[config.mk]
export PLATFORM = sky130hd
export DESIGN_NAME = l2_cache_tag_requester
export DESIGN_NICKNAME = d
export VERILOG_FILES = /design/src/rtl/l2_cache_tag_requester.sv
export SDC_FILE = /design/constraint.sdc
export NUM_CORES = 1
export LEC_CHECK = 0
export ABC_AREA = 1
export CAP_MARGIN = 20
export CORE_UTILIZATION = 30
export CTS_BUF_LIST = sky130_fd_sc_hd__clkbuf_8 sky130_fd_sc_hd__clkbuf_16
export DETAILED_ROUTE_END_ITERATION = 6
export GPL_TIMING_DRIVEN = 0
export MAX_ROUTING_LAYER = met4
export SKIP_CTS_REPAIR_TIMING = 1
export SLEW_MARGIN = 40
export SYNTH_ARGS = -nofsm -noshare
export SYNTH_HDL_FRONTEND = slang
export SYNTH_SLANG_ARGS = --single-unit
[constraint.sdc]
create_clock -name clk -period 2.4 [get_ports clk]
set_clock_uncertainty 0.05 [all_clocks]
set_input_delay 0.48 -clock clk [delete_from_list [all_inputs] [get_ports clk]]
set_output_delay 0.48 -clock clk [all_outputs]
set_load 0.05 [all_outputs]
[src/rtl/l2_cache_tag_requester.sv]
// l2_cache_tag_requester
//
// Initiator side of the L2 cache tag bank flex-channel interface. Lookup requests from the L2
// controller are latched and driven to the tag bank on the tag_in/set_in channels. The bank's
// way_out/state_out responses are joined into a single rsp_* beat for the controller. Bank
// flushes are sequenced over flush_in/flush_complete. At most one request or flush is in
// flight at any time.
//
// Ports:
//   clk, rst                      clock, synchronous active-high reset
//   req_valid/req_ready/req_tag/req_set
//                                 controller lookup request channel
//   rsp_valid/rsp_ready/rsp_way/rsp_state
//                                 joined response channel to the controller
//   tag_in_valid/tag_in_ready/tag_in, set_in_valid/set_in_ready/set_in
//                                 request channels to the tag bank
//   way_out_valid/way_out_ready/way_out, state_out_valid/state_out_ready/state_out
//                                 response channels from the tag bank
//   flush_req, flush_busy         one-cycle flush command and in-progress flag
//   flush_in_valid/flush_in_ready flush command channel to the bank
//   flush_complete_valid/flush_complete_ready
//                                 flush done channel from the bank
//   err_timeout                   sticky watchdog error
//
// Build option: define L2_TAG_REQ_WATCHDOG_EN to enable the WAIT/FLUSH_WAIT watchdog. Without
// it err_timeout is tied to 0.

module l2_cache_tag_requester #(
   parameter int unsigned TAG_W       = 20,
   parameter int unsigned SET_W       = 8,
   parameter int unsigned WAY_W       = 3,
   parameter int unsigned STATE_W     = 2,
   parameter int unsigned TIMEOUT_CYC = 64
) (
   input  logic               clk,
   input  logic               rst,
   // Controller request
   input  logic               req_valid,
   output logic               req_ready,
   input  logic [TAG_W-1:0]   req_tag,
   input  logic [SET_W-1:0]   req_set,
   // Controller response
   output logic               rsp_valid,
   input  logic               rsp_ready,
   output logic [WAY_W-1:0]   rsp_way,
   output logic [STATE_W-1:0] rsp_state,
   // Bank request channels
   output logic               tag_in_valid,
   input  logic               tag_in_ready,
   output logic [TAG_W-1:0]   tag_in,
   output logic               set_in_valid,
   input  logic               set_in_ready,
   output logic [SET_W-1:0]   set_in,
   // Bank response channels
   input  logic               way_out_valid,
   output logic               way_out_ready,
   input  logic [WAY_W-1:0]   way_out,
   input  logic               state_out_valid,
   output logic               state_out_ready,
   input  logic [STATE_W-1:0] state_out,
   // Flush
   input  logic               flush_req,
   output logic               flush_busy,
   output logic               flush_in_valid,
   input  logic               flush_in_ready,
   input  logic               flush_complete_valid,
   output logic               flush_complete_ready,
   // Error
   output logic               err_timeout
);

   typedef enum logic [2:0] {
      StIdle,
      StIssue,
      StWait,
      StResp,
      StFlushIssue,
      StFlushWait
   } state_e;

   state_e state_q;

   // Registered "in IDLE" flag; req_ready also has to drop combinationally when flush_req
   // arrives because flush wins over a simultaneous request.
   logic idle_q;
   logic tag_done_q, set_done_q;
   logic way_captured_q, state_captured_q;

   logic tag_hs, set_hs, way_hs, st_hs;
   logic tag_fin, set_fin, way_fin, st_fin;

   assign req_ready = idle_q && !flush_req;

   assign tag_hs  = tag_in_valid && tag_in_ready;
   assign set_hs  = set_in_valid && set_in_ready;
   assign way_hs  = way_out_valid && way_out_ready;
   assign st_hs   = state_out_valid && state_out_ready;

   // A channel counts as finished if it completed earlier or is completing this cycle.
   assign tag_fin = tag_done_q || tag_hs;
   assign set_fin = set_done_q || set_hs;
   assign way_fin = way_captured_q || way_hs;
   assign st_fin  = state_captured_q || st_hs;

   always_ff @(posedge clk) begin
      if (rst) begin
         state_q              <= StIdle;
         idle_q               <= 1'b0;
         tag_done_q           <= 1'b0;
         set_done_q           <= 1'b0;
         way_captured_q       <= 1'b0;
         state_captured_q     <= 1'b0;
         rsp_valid            <= 1'b0;
         rsp_way              <= '0;
         rsp_state            <= '0;
         tag_in_valid         <= 1'b0;
         tag_in               <= '0;
         set_in_valid         <= 1'b0;
         set_in               <= '0;
         way_out_ready        <= 1'b0;
         state_out_ready      <= 1'b0;
         flush_busy           <= 1'b0;
         flush_in_valid       <= 1'b0;
         flush_complete_ready <= 1'b0;
      end else begin
         unique case (state_q)
            StIdle: begin
               idle_q <= 1'b1;
               if (flush_req) begin
                  idle_q         <= 1'b0;
                  flush_busy     <= 1'b1;
                  flush_in_valid <= 1'b1;
                  state_q        <= StFlushIssue;
               end else if (req_valid && req_ready) begin
                  idle_q       <= 1'b0;
                  tag_in       <= req_tag;
                  set_in       <= req_set;
                  tag_in_valid <= 1'b1;
                  set_in_valid <= 1'b1;
                  state_q      <= StIssue;
               end
            end

            StIssue: begin
               if (tag_hs) begin
                  tag_in_valid <= 1'b0;
                  tag_done_q   <= 1'b1;
               end
               if (set_hs) begin
                  set_in_valid <= 1'b0;
                  set_done_q   <= 1'b1;
               end
               if (tag_fin && set_fin) begin
                  tag_done_q      <= 1'b0;
                  set_done_q      <= 1'b0;
                  way_out_ready   <= 1'b1;
                  state_out_ready <= 1'b1;
                  state_q         <= StWait;
               end
            end

            StWait: begin
               if (way_hs) begin
                  rsp_way        <= way_out;
                  way_captured_q <= 1'b1;
                  way_out_ready  <= 1'b0;
               end
               if (st_hs) begin
                  rsp_state        <= state_out;
                  state_captured_q <= 1'b1;
                  state_out_ready  <= 1'b0;
               end
               if (way_fin && st_fin) begin
                  rsp_valid <= 1'b1;
                  state_q   <= StResp;
               end
            end

            StResp: begin
               if (rsp_ready) begin
                  rsp_valid        <= 1'b0;
                  way_captured_q   <= 1'b0;
                  state_captured_q <= 1'b0;
                  idle_q           <= 1'b1;
                  state_q          <= StIdle;
               end
            end

            StFlushIssue: begin
               if (flush_in_ready) begin
                  flush_in_valid       <= 1'b0;
                  flush_complete_ready <= 1'b1;
                  state_q              <= StFlushWait;
               end
            end

            StFlushWait: begin
               if (flush_complete_valid) begin
                  flush_complete_ready <= 1'b0;
                  flush_busy           <= 1'b0;
                  idle_q               <= 1'b1;
                  state_q              <= StIdle;
               end
            end

            default: begin
               state_q <= StIdle;
            end
         endcase
      end
   end

`ifdef L2_TAG_REQ_WATCHDOG_EN
   localparam int unsigned CntW = $clog2(TIMEOUT_CYC + 1);

   logic [CntW-1:0] wd_cnt_q;
   logic [CntW-1:0] wd_cnt_inc;
   logic            waiting;

   assign waiting    = (state_q == StWait) || (state_q == StFlushWait);
   assign wd_cnt_inc = wd_cnt_q + CntW'(1);

   // The counter sits at 0 outside the waiting states, so it starts from 0 on every entry.
   always_ff @(posedge clk) begin
      if (rst) begin
         wd_cnt_q    <= '0;
         err_timeout <= 1'b0;
      end else if (waiting) begin
         if (wd_cnt_q != CntW'(TIMEOUT_CYC)) begin
            wd_cnt_q <= wd_cnt_inc;
         end
         if (wd_cnt_inc == CntW'(TIMEOUT_CYC)) begin
            err_timeout <= 1'b1;
         end
      end else begin
         wd_cnt_q <= '0;
      end
   end
`else
   logic unused_timeout_cyc;
   assign unused_timeout_cyc = ^TIMEOUT_CYC;
   assign err_timeout        = 1'b0;
`endif

endmodule

**Run 1: metal 1**

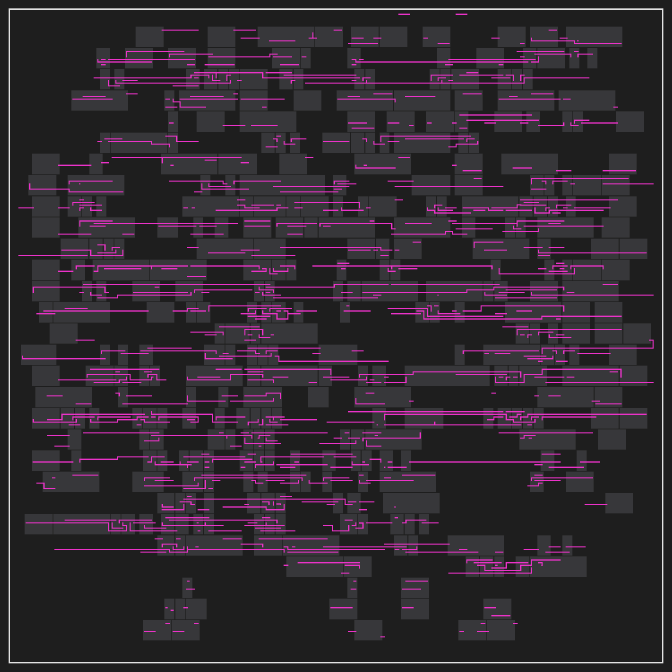
main direction: horizontal
nets with wire on the layer: 361

**Run 1: the metal 2 layer**

The bar under the picture is 20 um long.
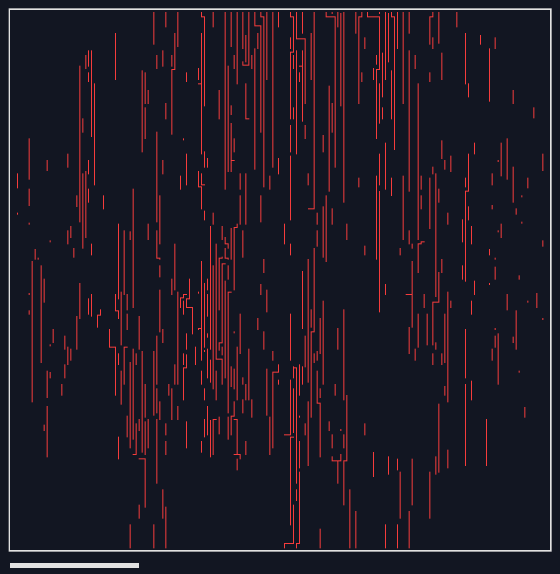
longest straight run: 30.4 um
nets with wire on the layer: 318

**Run 1: M3 wires**

The bar under the picture is 20 um long.
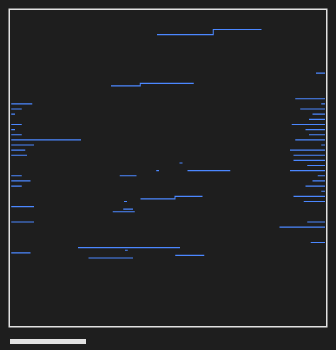
share of all routed wire: 6.5%
nets with wire on the layer: 50

==> commit_impl_results.txt, run 1 <==
Record implementation results from latest flow run

- Status: completed
* DR WL met2: approximately 2300 um
- Routing resource usage on met2 recorded by global route was 0.2284.
- The horizontal die dimension reported for this design is 83.69 um.
* Critical path buffer and inverter count: 2
- Cell Area, Placed: about 0.0029 mm2
- Routing usage on met1: 0.1986
- The power report attributes to the combinational group a share of 0.381.
- Slew of the pin with the lowest slew margin: between 0.5 and 0.6 ns
- Looking at the clock tree report, the H-tree level count equals 2.
- Signal inverters: 26
- Total power normalized to cell area comes to 884.7 mW/mm2.
- The finished layout reports a core utilization of 0.4822.
- Buffers excl. clock: about 97
- The share of the core area taken by cells at floorplan is 0.3135.
* Count of TritonRoute iterations in the first routing pass: 4
- No sink is reached through more buffers than the 2 on the longest clock path.
- Summing all multiplexer cells gives an area fraction of 0.
* Layout clock buffers: 5
* First-pass GRT wire length: about 8500 um
* Post-synth design cell area: between 0.002 and 0.0025 mm2
* Placed instance count: approximately 440
* Cell count of the worst hold path: 2
- Type of the setup path with the least slack: in -> out
* Total die area: around 0.007 mm2
* Taps Inserted: between 70 and 80
* Register Area: around 980 um2
- Summed over all instances, the cell type with the most area after synthesis is sky130_fd_sc_hd__dfxtp_1.
- Endpoint kind of the worst setup timing path: output port
- Antenna violations before repair: 0
* Dpl hpwl: about 3800 um
* Max rail drop VDD: 0.0004836 V
- Instance count of the mapped netlist: approximately 280
* Setup-failing EPs final: 0
* Worst-case setup slack after placement: -0.1198 ns
- DRC violations left: 0
* Count of state elements after synthesis: around 49
- Worst hold start: rsp_way[2]
- In this run, CTS created clock tree buffers numbering 5.
- The clock network power reported by the tool is 714 uW.
- After detailed routing, the total wire length is between 5000 and 6000 um.
- Register with the most flip-flops: tag_in
- Reg-to-Reg Start: state_q[2]
- Yosys Warn Count: 0
- Per the post-synthesis stats, the area per cell is between 7 and 8 um2.
- The fraction of cell area in multi-input combinational cells is reported as 0.2735.
- The layout report gives the register share of total cell area as 0.3186.
- Largest contributor to cell area by class: sequential cells
- Overflow left after global routing: 0
- In this run, the synthesized area fraction spent on and/or/nand/nor cells is recorded as 0.2669.
- The count of cells in the finished layout, fillers not included, comes to ~450.
* Overall power consumption: between 2000 and 3000 uW
- The area fraction of the largest cell type after synthesis is 0.4900.
- Leakage power: between 0.001 and 0.0015 uW
- The power report puts the net switching power at 1019 uW.
- Largest registers: tag_in: 20 flops, set_in: 8 flops
- Wire length per cell after detailed routing: 11.76 um
* Total I/O pin count: 87
* Area of the multi-input gates: between 800 and 900 um2
* Post-Syn Nets: 321
* Seq share, synth: 0.4900
* P&R area growth vs syn: 53.81%
* Synth cell count leaders: sky130_fd_sc_hd__nor2_1 (73), sky130_fd_sc_hd__dfxtp_1 (49), sky130_fd_sc_hd__nand2_1 (38)
- Most instantiated logic cells after routing: sky130_fd_sc_hd__clkdlybuf4s50_1 (83), sky130_fd_sc_hd__nor2_1 (73), sky130_fd_sc_hd__dfxtp_1 (49)
- Sequential Power Share: 0.356
* Via count of the first global-routing pass: 1837
- CTS tree: built
* Delay of the slowest critical-path stage: between 0.4 and 0.5 ns
- The layout has roughly 650 filler cells.
- Across all hold checks on the routed design, the worst slack comes to between 0.4 and 0.5 ns.
- The critical path's slowest stage uses the library cell sky130_fd_sc_hd__clkdlybuf4s50_1.
* Pint: approximately 1700 uW
- Final #Nets: a little over 400
- In the layout the tool counted multi-input logic cells amounting to approximately 190.
- Number of enable-type register cells in the synthesized netlist: 0
- Final antenna diode count: 0
* Root Buffer: sky130_fd_sc_hd__clkbuf_8
* Clock period minus worst slack: about 2.1 ns
- Most used logic cell in the final layout: sky130_fd_sc_hd__clkdlybuf4s50_1
* Die boundary height: 83.69 um
* Seq. pwr: ~1000 uW
* Worst-skew pair later-pin latency: roughly 0.3 ns
- Switching power as a share of total power: 0.3742
* Highest routed metal layer: met4
* DR vias: about 2.0k
* Worst path depth: 3
- Per STA, the worst path is made up of clkdlybuf4s50_1 > nor2_1 > dlymetal6s2s_1.
- Flop2flop setup slack: between 0.9 and 1 ns
- The power report attributes to the clock group a share of 0.262.
- Chip area from the yosys synthesis statistics: between 0.002 and 0.0025 mm2
==> inputs of run 2 (changes only) <==
--- a/config.mk
+++ b/config.mk
@@ -6,12 +6,13 @@
 export NUM_CORES = 1
 export LEC_CHECK = 0
 export ABC_AREA = 1
-export CAP_MARGIN = 20
+export CAP_MARGIN = 0
 export CORE_UTILIZATION = 30
 export CTS_BUF_LIST = sky130_fd_sc_hd__clkbuf_8 sky130_fd_sc_hd__clkbuf_16
 export DETAILED_ROUTE_END_ITERATION = 6
 export GPL_TIMING_DRIVEN = 0
 export MAX_ROUTING_LAYER = met4
+export SETUP_SLACK_MARGIN = 0.15
 export SKIP_CTS_REPAIR_TIMING = 1
 export SLEW_MARGIN = 40
 export SYNTH_ARGS = -nofsm -noshare
==> constraint.sdc (replaced) <==
create_clock -name clk -period 2.57 [get_ports clk]
set_clock_uncertainty 0.05 [all_clocks]
set_input_delay 0.514 -clock clk [delete_from_list [all_inputs] [get_ports clk]]
set_output_delay 0.514 -clock clk [all_outputs]
set_load 0.05 [all_outputs]
**Run 2: routed metal per tile**

The bar under the picture is 20 um long. The die is cut into 17 by 17 equal tiles; dark purple is low, yellow is high, scaled to the fullest tile. Values are wire area over tile area, all layers added.
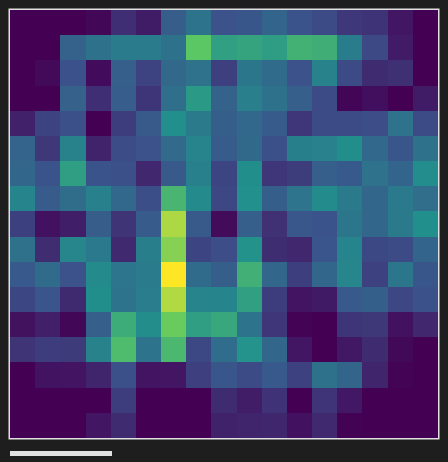
tiles over half the peak: 8.0%
mean over tiles: 0.12
nearly empty tiles: 15%
emptiest ninth of the die: bottom right
fullest tile: 0.47

**Run 2: clock nets**

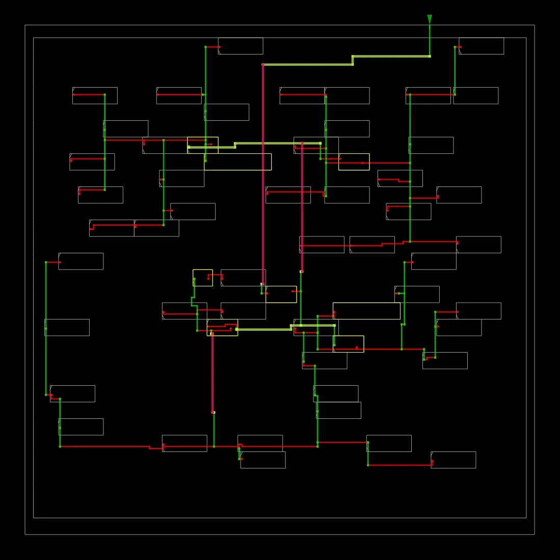
clock buffer count from CTS: 5
flip-flops: 49

==> run 2 against run 1 <==
  * Synthesized area unchanged
  * Largest cell class unchanged
  * Combinational power decreased by 7%
  * Global-route usage unchanged
  * Final cell count unchanged
  * Clock-buffer cell count unchanged
  * Synthesized cell count unchanged
==> commit_impl_results.txt, run 2 <==
Record implementation results from latest flow run

* Signal inverters: 26
* Total power density per cell area: just over 800 mW/mm2
* Chain of cells forming the critical path: clkdlybuf4s50_1 > nor2_1 > dlymetal6s2s_1
- In this run the deepest clock path goes through 2 buffers.
- Mux cell area share after synthesis: 0
- The fraction of cell area in sequential cells is reported as 0.3186.
- Routing usage on met1: 0.1986
- Reg-to-Reg Start: state_q[2]
- In the final layout, flip-flops and latches occupy ~980 um2.
* Placed instance count: 438
- Type of the setup path with the least slack: in -> out
* Synth cell count leaders: sky130_fd_sc_hd__nor2_1 (73), sky130_fd_sc_hd__dfxtp_1 (49), sky130_fd_sc_hd__nand2_1 (38)
- Fraction of met2 tracks used by global routing: 0.2284
- The flow measured a signed area growth from synthesis to layout of 53.81%.
- Clock period minus worst slack: roughly 2.2 ns
- Per the GRT congestion report, total overflow comes to 0.
* Share of the core filled by cells before placement: 0.3135
- The number of antenna violations at the first check in global routing is 0.
* Worst hold start: rsp_way[2]
- The clock tree synthesis step divided the H-tree into 2 levels.
- Switching power as a share of total power: 0.3742
* Die boundary height: between 80 and 90 um
- Leaving out fill and tap cells, the most frequent cells in the layout are sky130_fd_sc_hd__clkdlybuf4s50_1 (83), sky130_fd_sc_hd__nor2_1 (73), sky130_fd_sc_hd__dfxtp_1 (49).
- Largest registers: tag_in: 20 flops, set_in: 8 flops
* Wire length per cell after detailed routing: ~12 um
- The highest metal layer carrying signal wires in the routed design is met4.
* Largest contributor to cell area by class: sequential cells
- Delay of the slowest critical-path stage: 0.47 ns
- CP max stage cell: sky130_fd_sc_hd__clkdlybuf4s50_1
- Per the detail_route log, met2 wirelength is between 2000 and 2500 um.
- In this run the VDD rail shows a maximum IR drop of 0.0004516 V.
- Setup-failing EPs final: 0
- Power in the clock group: about 670 uW
- Post-synth design cell area: 0.002002 mm2
- Leakage power: ~0.0013 uW
* Worst-skew pair later-pin latency: 0.30 ns
* Most used logic cell in the final layout: sky130_fd_sc_hd__clkdlybuf4s50_1
- # fillers: roughly 650
- The number of cells on the worst hold path is listed as 2.
* Endpoint kind of the worst setup timing path: output port
- The final layout report lists a clock buffer count of 5.
* Final core utilization: 0.4822
- Detailed placement ended at an HPWL of between 3000 and 4000 um.
- Logic gate fraction of the total cell area: 0.2735
- Per the detail_route report, the via count comes to 1991.
- Post-Syn Nets: around 320
- The number of antenna diodes in the final layout is 0.
- Before CTS, the worst setup slack after placement is -0.01780 ns.
- Area fraction in and, or, nand and nor cells after synthesis: 0.2669
* Chip Width: 83.69 um
- Of the total power, combinational logic draws 0.381.
- Overall power consumption: 2544 uW
* Seq. pwr: 907 uW
- Area of the multi-input gates: roughly 840 um2
* Clock power frac: 0.262
* Worst path depth: 3
- Final instance count without filler cells: about 450
- Taps Inserted: approximately 77
- Buffers excl. clock: roughly 97
- The first global-routing pass estimated approximately 8500 um of wire.
* Status: completed
- Via count of the first global-routing pass: between 1.5k and 2k
* Flop2flop setup slack: between 1 and 1.5 ns
- TritonCTS built the clock tree.
- The share of synthesized area in the top cell type comes to 0.4900.
* Critical path buffer and inverter count: 2
- The analysis attributes to net switching a power of 951.9 uW.
- Seq share, synth: 0.4900
- Register with the most flip-flops: tag_in
- In this run, synthesis inferred 0 flip-flops with an integrated enable.
- Once synthesis finished, the tally of register bits stood at roughly 50.
- The internal power of the cells totals between 1500 and 2000 uW.
* Total I/O pin count: slightly below 90
- Post-detailed-routing wire length: around 5200 um
- The overall die size recorded for this design is 0.007004 mm2.
- The synthesis log from Yosys contains 0 warnings.
- The post-placement cell area is just under 0.003 mm2.
- Slew of the pin with the lowest slew margin: ~0.52 ns
**Run 2: the metal 2 layer**

The bar under the picture is 20 um long.
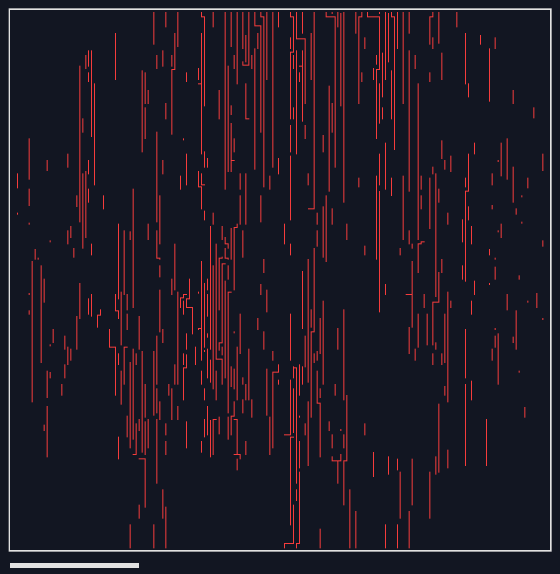
nets with wire on the layer: 318
main direction: vertical
longest straight run: 30.4 um
wire length on this layer: 2320 um
share of all routed wire: 44%

Power figures rest on the tool's default switching activity, not on a simulated workload.
